Run 1, the metal 1 layer:
Bar = 50 um. Supply wires on this layer in grey.
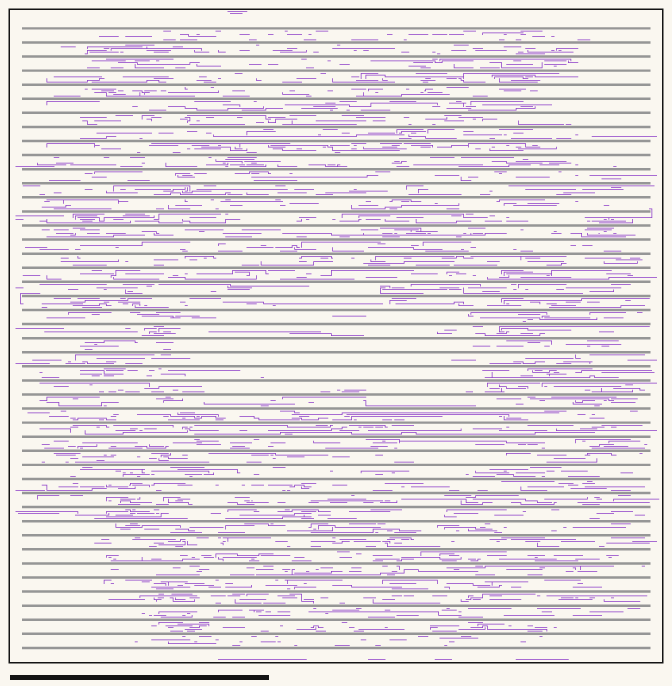
Run 1, the metal 2 layer:
Cells faint in the background.
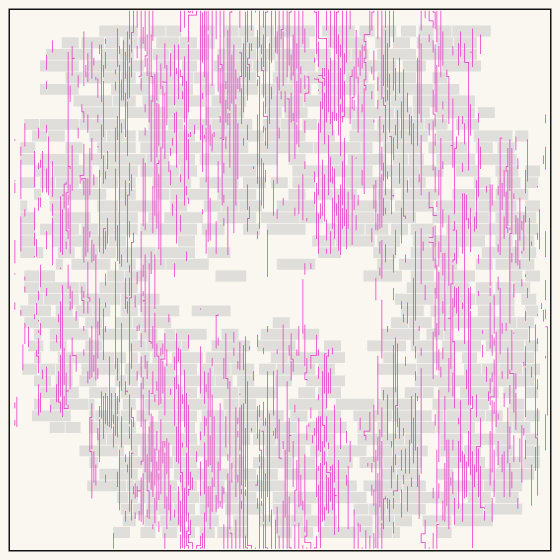
Run 1, the metal 3 layer:
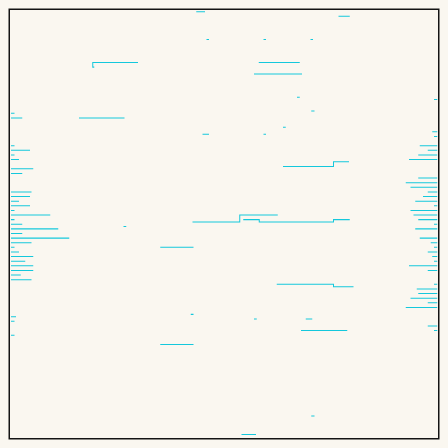
### src/rtl/fetch_unit.sv
// fetch_unit: instruction fetch stage between program_counter and decode.
// Issues single-outstanding word fetches, buffers returned words with their
// PC in a small prefetch queue, drives the PC stall and handles branch flushes
// (including dropping responses that were in flight when the flush hit).
//
// Ports:
//   clk, rst_n          clock, asynchronous active-low reset
//   pc_in               current PC from program_counter
//   flush               branch taken this cycle (also the PC branch_taken)
//   pc_stall            PC stall; 0 lets the PC advance at this edge
//   imem_req_*          fetch request port (valid/ready, addr = pc_in)
//   imem_rsp_*          fetch response (one per accepted request)
//   if_valid/if_instr/if_pc, id_ready   decode handshake on the queue head
module fetch_unit #(
   parameter int unsigned DEPTH = 2
) (
   input  logic        clk,
   input  logic        rst_n,
   input  logic [31:0] pc_in,
   input  logic        flush,
   output logic        pc_stall,
   output logic        imem_req_valid,
   output logic [31:0] imem_req_addr,
   input  logic        imem_req_ready,
   input  logic        imem_rsp_valid,
   input  logic [31:0] imem_rsp_data,
   output logic        if_valid,
   output logic [31:0] if_instr,
   output logic [31:0] if_pc,
   input  logic        id_ready
);

   localparam int unsigned CW = $clog2(DEPTH + 1);
   localparam int unsigned PW = (DEPTH > 1) ? $clog2(DEPTH) : 1;
   localparam logic [CW-1:0] DEPTH_C    = CW'(DEPTH);
   localparam logic [CW-1:0] DEPTH_M1_C = CW'(DEPTH - 1);
   localparam logic [PW-1:0] LAST_PTR   = PW'(DEPTH - 1);

   typedef enum logic [1:0] {
      IDLE     = 2'd0,
      WAIT_RSP = 2'd1,
      DISCARD  = 2'd2
   } state_t;

   state_t          state;
   state_t          state_nxt;
   logic [CW-1:0]   count;
   logic [CW-1:0]   count_nxt;
   logic [PW-1:0]   wr_ptr;
   logic [PW-1:0]   rd_ptr;
   logic [31:0]     req_pc;
   logic [31:0]     q_pc    [DEPTH];
   logic [31:0]     q_instr [DEPTH];
   logic            accept;
   logic            push;
   logic            pop;

   function automatic logic [PW-1:0] ptr_inc(input logic [PW-1:0] p);
      return (p == LAST_PTR) ? '0 : p + PW'(1);
   endfunction

   // State register
   always_ff @(posedge clk or negedge rst_n) begin
      if (!rst_n) state <= IDLE;
      else        state <= state_nxt;
   end

   // Request issue, PC control and next-state logic
   always_comb begin
      state_nxt      = state;
      imem_req_valid = 1'b0;

      case (state)
         IDLE:     imem_req_valid = !flush && (count < DEPTH_C);
         // A response this cycle frees the outstanding slot; keep room for
         // both the word arriving now and the one being requested.
         WAIT_RSP: imem_req_valid = !flush && imem_rsp_valid && (count < DEPTH_M1_C);
         default:  imem_req_valid = 1'b0;
      endcase
      if (!rst_n) imem_req_valid = 1'b0;

      accept   = imem_req_valid && imem_req_ready;
      pc_stall = !rst_n || !(accept || flush);

      case (state)
         IDLE: begin
            if (accept) state_nxt = WAIT_RSP;
         end
         WAIT_RSP: begin
            if (flush)               state_nxt = imem_rsp_valid ? IDLE : DISCARD;
            else if (imem_rsp_valid) state_nxt = accept ? WAIT_RSP : IDLE;
         end
         DISCARD: begin
            if (imem_rsp_valid) state_nxt = IDLE;
         end
         default: state_nxt = IDLE;
      endcase
   end

   // Queue handshake terms; flush suppresses both push and pop
   always_comb begin
      push      = !flush && (state == WAIT_RSP) && imem_rsp_valid;
      if_valid  = (count != '0) && !flush;
      pop       = if_valid && id_ready;
      count_nxt = count;
      case ({push, pop})
         2'b10:   count_nxt = count + CW'(1);
         2'b01:   count_nxt = count - CW'(1);
         default: count_nxt = count;
      endcase
   end

   assign imem_req_addr = pc_in;
   assign if_instr      = q_instr[rd_ptr];
   assign if_pc         = q_pc[rd_ptr];

   // Prefetch queue, pointers and the PC of the outstanding request
   always_ff @(posedge clk or negedge rst_n) begin
      if (!rst_n) begin
         count  <= '0;
         wr_ptr <= '0;
         rd_ptr <= '0;
         req_pc <= '0;
         for (int unsigned i = 0; i < DEPTH; i++) begin
            q_pc[i]    <= '0;
            q_instr[i] <= '0;
         end
      end else begin
         if (accept) req_pc <= pc_in;
         if (flush) begin
            count  <= '0;
            wr_ptr <= '0;
            rd_ptr <= '0;
         end else begin
            if (push) begin
               q_pc[wr_ptr]    <= req_pc;
               q_instr[wr_ptr] <= imem_rsp_data;
               wr_ptr          <= ptr_inc(wr_ptr);
            end
            if (pop) rd_ptr <= ptr_inc(rd_ptr);
            count <= count_nxt;
         end
      end
   end

   // A response with nothing outstanding is a memory-side protocol error
   always_ff @(posedge clk) begin
      if (rst_n && (state == IDLE)) assert (!imem_rsp_valid);
   end

endmodule

### config.mk
export PLATFORM = sky130hd
export DESIGN_NAME = fetch_unit
export DESIGN_NICKNAME = d
export VERILOG_FILES = /design/src/rtl/fetch_unit.sv
export SDC_FILE = /design/constraint.sdc
export NUM_CORES = 1
export LEC_CHECK = 0
export CORE_MARGIN = 2
export CORE_UTILIZATION = 51
export DETAILED_ROUTE_END_ITERATION = 12
export PLACE_DENSITY = 0.85
export SYNTH_ARGS = -nofsm -noshare
export SYNTH_HDL_FRONTEND = slang
export SYNTH_SLANG_ARGS = --single-unit
### constraint.sdc
create_clock -name clk -period 2 [get_ports clk]
set_input_delay 0.4 -clock clk [delete_from_list [all_inputs] [get_ports clk]]
set_output_delay 0.4 -clock clk [all_outputs]
set_load 0.01 [all_outputs]
==> qor.csv, run 1 <==
stage,metric,value,unit
synthesis,yosys_warnings,0,
critical_path,r2r_start,count[0]$_DFFE_PN0P_,
final_timing,setup_viol,63,
critical_path,cp.arrival,1710,ps
clocking,cts.sinks,166,
clocking,cts_resized,133,
job,drv_cap,0,
die,die_w,126.0,um
final_timing,worst_clock_skew,7.598,ps
route,ant_nets,0,
global_route,use_met3,3.951,%
final_timing,drv_slew,0,
die,initial_core_util,52.19,%
synthesis,edf_count,0,
route,dr_wl_met2,8.292,mm
critical_path,crit_type,reg -> out,
pwr,leakagePower,0.004796,uW
route,wl_met1,6.933,mm
layout,layout-drive-gt1-share,53.39,%
pwr,p_clk_share,24.6,%
critical_path,rrSetupSlack,120,ps
route,wl_per_cell,18.96,um
final_timing,layout_setup_ws,-114.7,ps
placed_design,dp_hpwl,10.16,mm
placed_design,postPlaceCellArea,9260,um^2
synthesis,synthTopCellsByArea,"dfrtp_1 55%, mux2_2 26%, mux2_4 9.7%",
pwr,powerSeq,4810,uW
pwr,ir_worst_vdd,0.0006366,V
global_route,antenna_found_initial,0,
route,top_layer_used,met4,
clocking,postCtsHoldBufs,0,
critical_path,cp_max_fo,8,
synthesis,ys_ff,166,
pwr,top_power_group,registers,
synthesis,syn-cell-area,7585,um^2
route,wl_met3,476,um
layout,area_growth,33.52,%
clocking,clock_path_buffers,2,
pwr,swShare,28.42,%
final_timing,fin_crit_sh,105.7,%
synthesis,postSynth.asyncResetShare,100.0,%
global_route,grt_max_degree,78,
synthesis,ys_cells,480,
final_timing,worst_slew_pin_slew,964.5,ps
critical_path,endpoint,if_instr[2],
synthesis,simple_gate_share,1.617,%
clocking,cts-root-buf,clkbuf_16,
clocking,cts_setup_buffers,12,
synthesis,fa_ha_area_share,0.3299,%
layout,final_area,10130,um^2
synthesis,common_cells,"175 x mux2_2, 166 x dfrtp_1, 49 x mux2_4",
run_status,outcome,"complete, but fails checks",
clocking,clk_pin_slew,60,ps
clocking,clk_latency,420,ps
critical_path,required,1600,ps
synthesis,yosysSeqAreaShare,54.77,%
worst_hold_path,hold_class,in -> async,
die,dieArea,15860,um^2
synthesis,most_common_cell,mux2_2,
layout,layout_top_cell,dfrtp_1,
critical_path,cp-end-kind,primary output,
critical_path,r2r_end,req_pc[25]$_DFFE_PN0P_,
synthesis,mux_share,35.68,%
synthesis,syn_nets,552,
synthesis,syn_inst,480,
die,die_h,126.0,um
run_status,violations,negative setup slack,
layout,largest_registers,"q_instr x64, q_pc x64, req_pc x32",
synthesis,synthXorXnorAreaFrac,0.3464,%
global_route,gr-usage-met2,35.67,%
final_timing,tns,-3140,ps
Back to the opening pictures, 'the metal 1 layer':
longest straight run: 41.9 um
wire length on this layer: 6,930 um
main direction: horizontal

Back to the opening pictures, 'the metal 2 layer':
share of all routed wire: 52%
main direction: vertical
nets with wire on the layer: 692

Back to the opening pictures, 'the metal 3 layer':
longest straight run: 21.9 um
nets with wire on the layer: 75
Routed WL: 16.06 mm
DR vias: 4,443

run 1: final cells by class:
cell class	instances	area [um^2]	share of cell area, %
sequential	166	4155	41.03
multi-input combinational	254	3052	30.13
timing repair buffer	208	2113	20.87
clock buffer	18	439.2	4.337
tap	184	230.2	2.273
clock inverter	14	126.4	1.248
inverter	3	11.26	0.1112
run 1: critical path: stages (launching register included):
cell and delay [ps]:
dfrtp_2 440, buf_12 170, buf_12 140, buf_6 120, mux2_4 300, buf_6 120
run 1: logic make-up (layout without fill, tap and decap cells):
group / after synthesis / count (layout)
flops: 166 / 166
buf+inv: 60 / 243
xor+xnor: 3 / 3
mux: 224 / 224
fa+ha+maj: 2 / 2
compound gates: 5 / 5
simple gates: 20 / 20
==> run 1 -> run 2 <==
Settings changed: SETUP_SLACK_MARGIN set to 0.1.
Clock period 2 ns to 2.21 ns, I/O delays scaled along.
Run 2, the metal 2 layer:
Cells faint in the background.
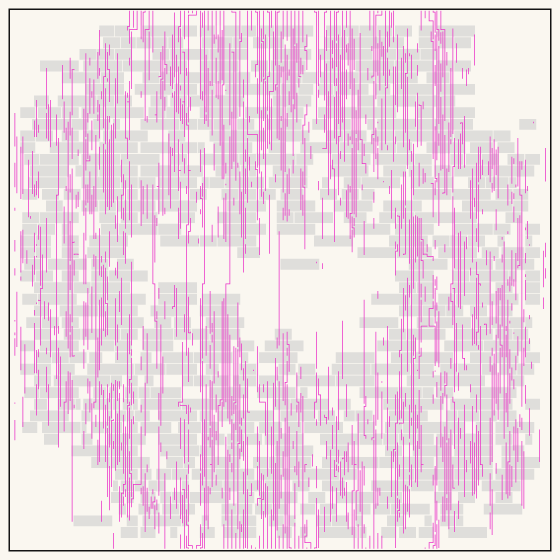
share of all routed wire: 55%
longest straight run: 56.4 um
main direction: vertical
met2 GRT Util: 39.50%
DR vias: 4,404
Routed WL: 16.85 mm

==> run 2 against run 1 <==
  * The flow now finishes without violations
  * Critical path depth unchanged
  * Worst hold slack better by 69 ps
  * Global-route usage up 1.2 points
==> qor.csv, run 2 <==
stage,metric,value,unit,change
clocking,clock_path_buffers,2,,unchanged
placed_design,postPlaceCellArea,9208,um^2,was 9260 um^2
pwr,leakagePower,0.004676,uW,was 0.004796 uW
run_status,outcome,finished clean,,"was complete, but fails checks"
critical_path,rrSetupSlack,320,ps,was 120 ps
layout,layout-drive-gt1-share,55.05,%,was 53.39%
clocking,clk_latency,420,ps,about the same
layout,final_area,9952,um^2,"was 10,130 um^2"
clocking,cts_setup_buffers,6,,was 12
global_route,grt_max_degree,72,,was 78
critical_path,cp-end-kind,primary output,,unchanged
layout,mi_logic_area,2939,um^2,was 3052 um^2
layout,area_growth,31.21,%,was 33.52%
die,die_h,126.0,um,unchanged
pwr,top_power_group,registers,,unchanged
die,die_w,126.0,um,unchanged
global_route,antenna_found_initial,0,,unchanged
route,wl_per_cell,20.10,um,was 18.96 um
worst_hold_path,hold_class,in -> async,,unchanged
route,dr_wl_met2,9.202,mm,was 8.292 mm
critical_path,crit_chain,"buf_4, buf_12, clkbuf_16, mux2_2, buf_2",,"was buf_12, buf_12, buf_6, mux2_4, buf_6"
critical_path,crit_type,reg -> out,,unchanged
synthesis,syn_nets,552,,unchanged
synthesis,yosysSeqAreaShare,54.77,%,unchanged
layout,area_share_nonclk_buffers,20.61,%,was 20.87%
final_timing,layout_setup_ws,61.07,ps,was -114.7 ps
critical_path,cp.arrival,1710,ps,about the same
layout,logic_gate_count,254,,unchanged
layout,inverters,3,,unchanged
route,top_layer_used,met4,,unchanged
synthesis,yosys_warnings,0,,unchanged
placed_design,dp_hpwl,10.35,mm,was 10.16 mm
layout,sh_comb_area,29.53,%,was 30.13%
route,wl_met3,571,um,was 476 um
layout,ff_latch_area,4155,um^2,unchanged
synthesis,synthTopCellsByArea,"dfrtp_1 55%, mux2_2 26%, mux2_4 9.7%",,unchanged
critical_path,cp_max_fo,8,,unchanged
critical_path,max_stage_delay,430,ps,was 440 ps
route,ant_nets,0,,unchanged
final_timing,worst_slew_pin_slew,884.3,ps,was 964.5 ps
critical_path,critPathSlowestCell,dfrtp_2,,unchanged
final_timing,tns,0,ps,was -3140 ps
final_timing,setup_viol,0,,was 63
clocking,postCtsHoldBufs,0,,unchanged
layout,buffers,199,,was 208
critical_path,r2r_start,state[0]$_DFFE_PN0P_,,was count[0]$_DFFE_PN0P_
synthesis,syn_inst,480,,unchanged
clocking,cts-root-buf,clkbuf_16,,unchanged
pwr,swShare,28.98,%,was 28.42%
clocking,cts_resized,287,,was 133
layout,nClkBuffers,19,,was 18
layout,layout_top_cell,mux2_2,,was dfrtp_1
final_timing,worst_clock_skew,4.623,ps,was 7.598 ps
critical_path,endpoint,if_pc[19],,was if_instr[2]
die,dieArea,15860,um^2,unchanged
clocking,cts.sinks,166,,unchanged
synthesis,postSynth.asyncResetShare,100.0,%,unchanged
run 2: cells by family after synthesis:
family                     after synthesis  synth area share (%)
muxes                                  224                 35.68
DFF                                    166                 54.77
buffers and inverters                   60                 6.846
and+or+nand+nor                         20                 1.617
AOI/OAI and AO/OA                        5                0.4124
xor gates and xnor gates                 3                0.3465
adders and majority gates                2                0.3299
run 2: critical path, delay by kind of cell (launching register included):
family | cells | cell delay, ps
flops | 1 | 430
mux | 1 | 260
buf+inv | 4 | 590
run 2: routing by layer:
layer	vias to the layer above	GRT usage [%]
met2	101	39.50
li1	1990	-
met3	18	4.376
met4	0	5.818
met5	-	0
met1	2295	25.44
Power is estimated from default activity; no workload was simulated.
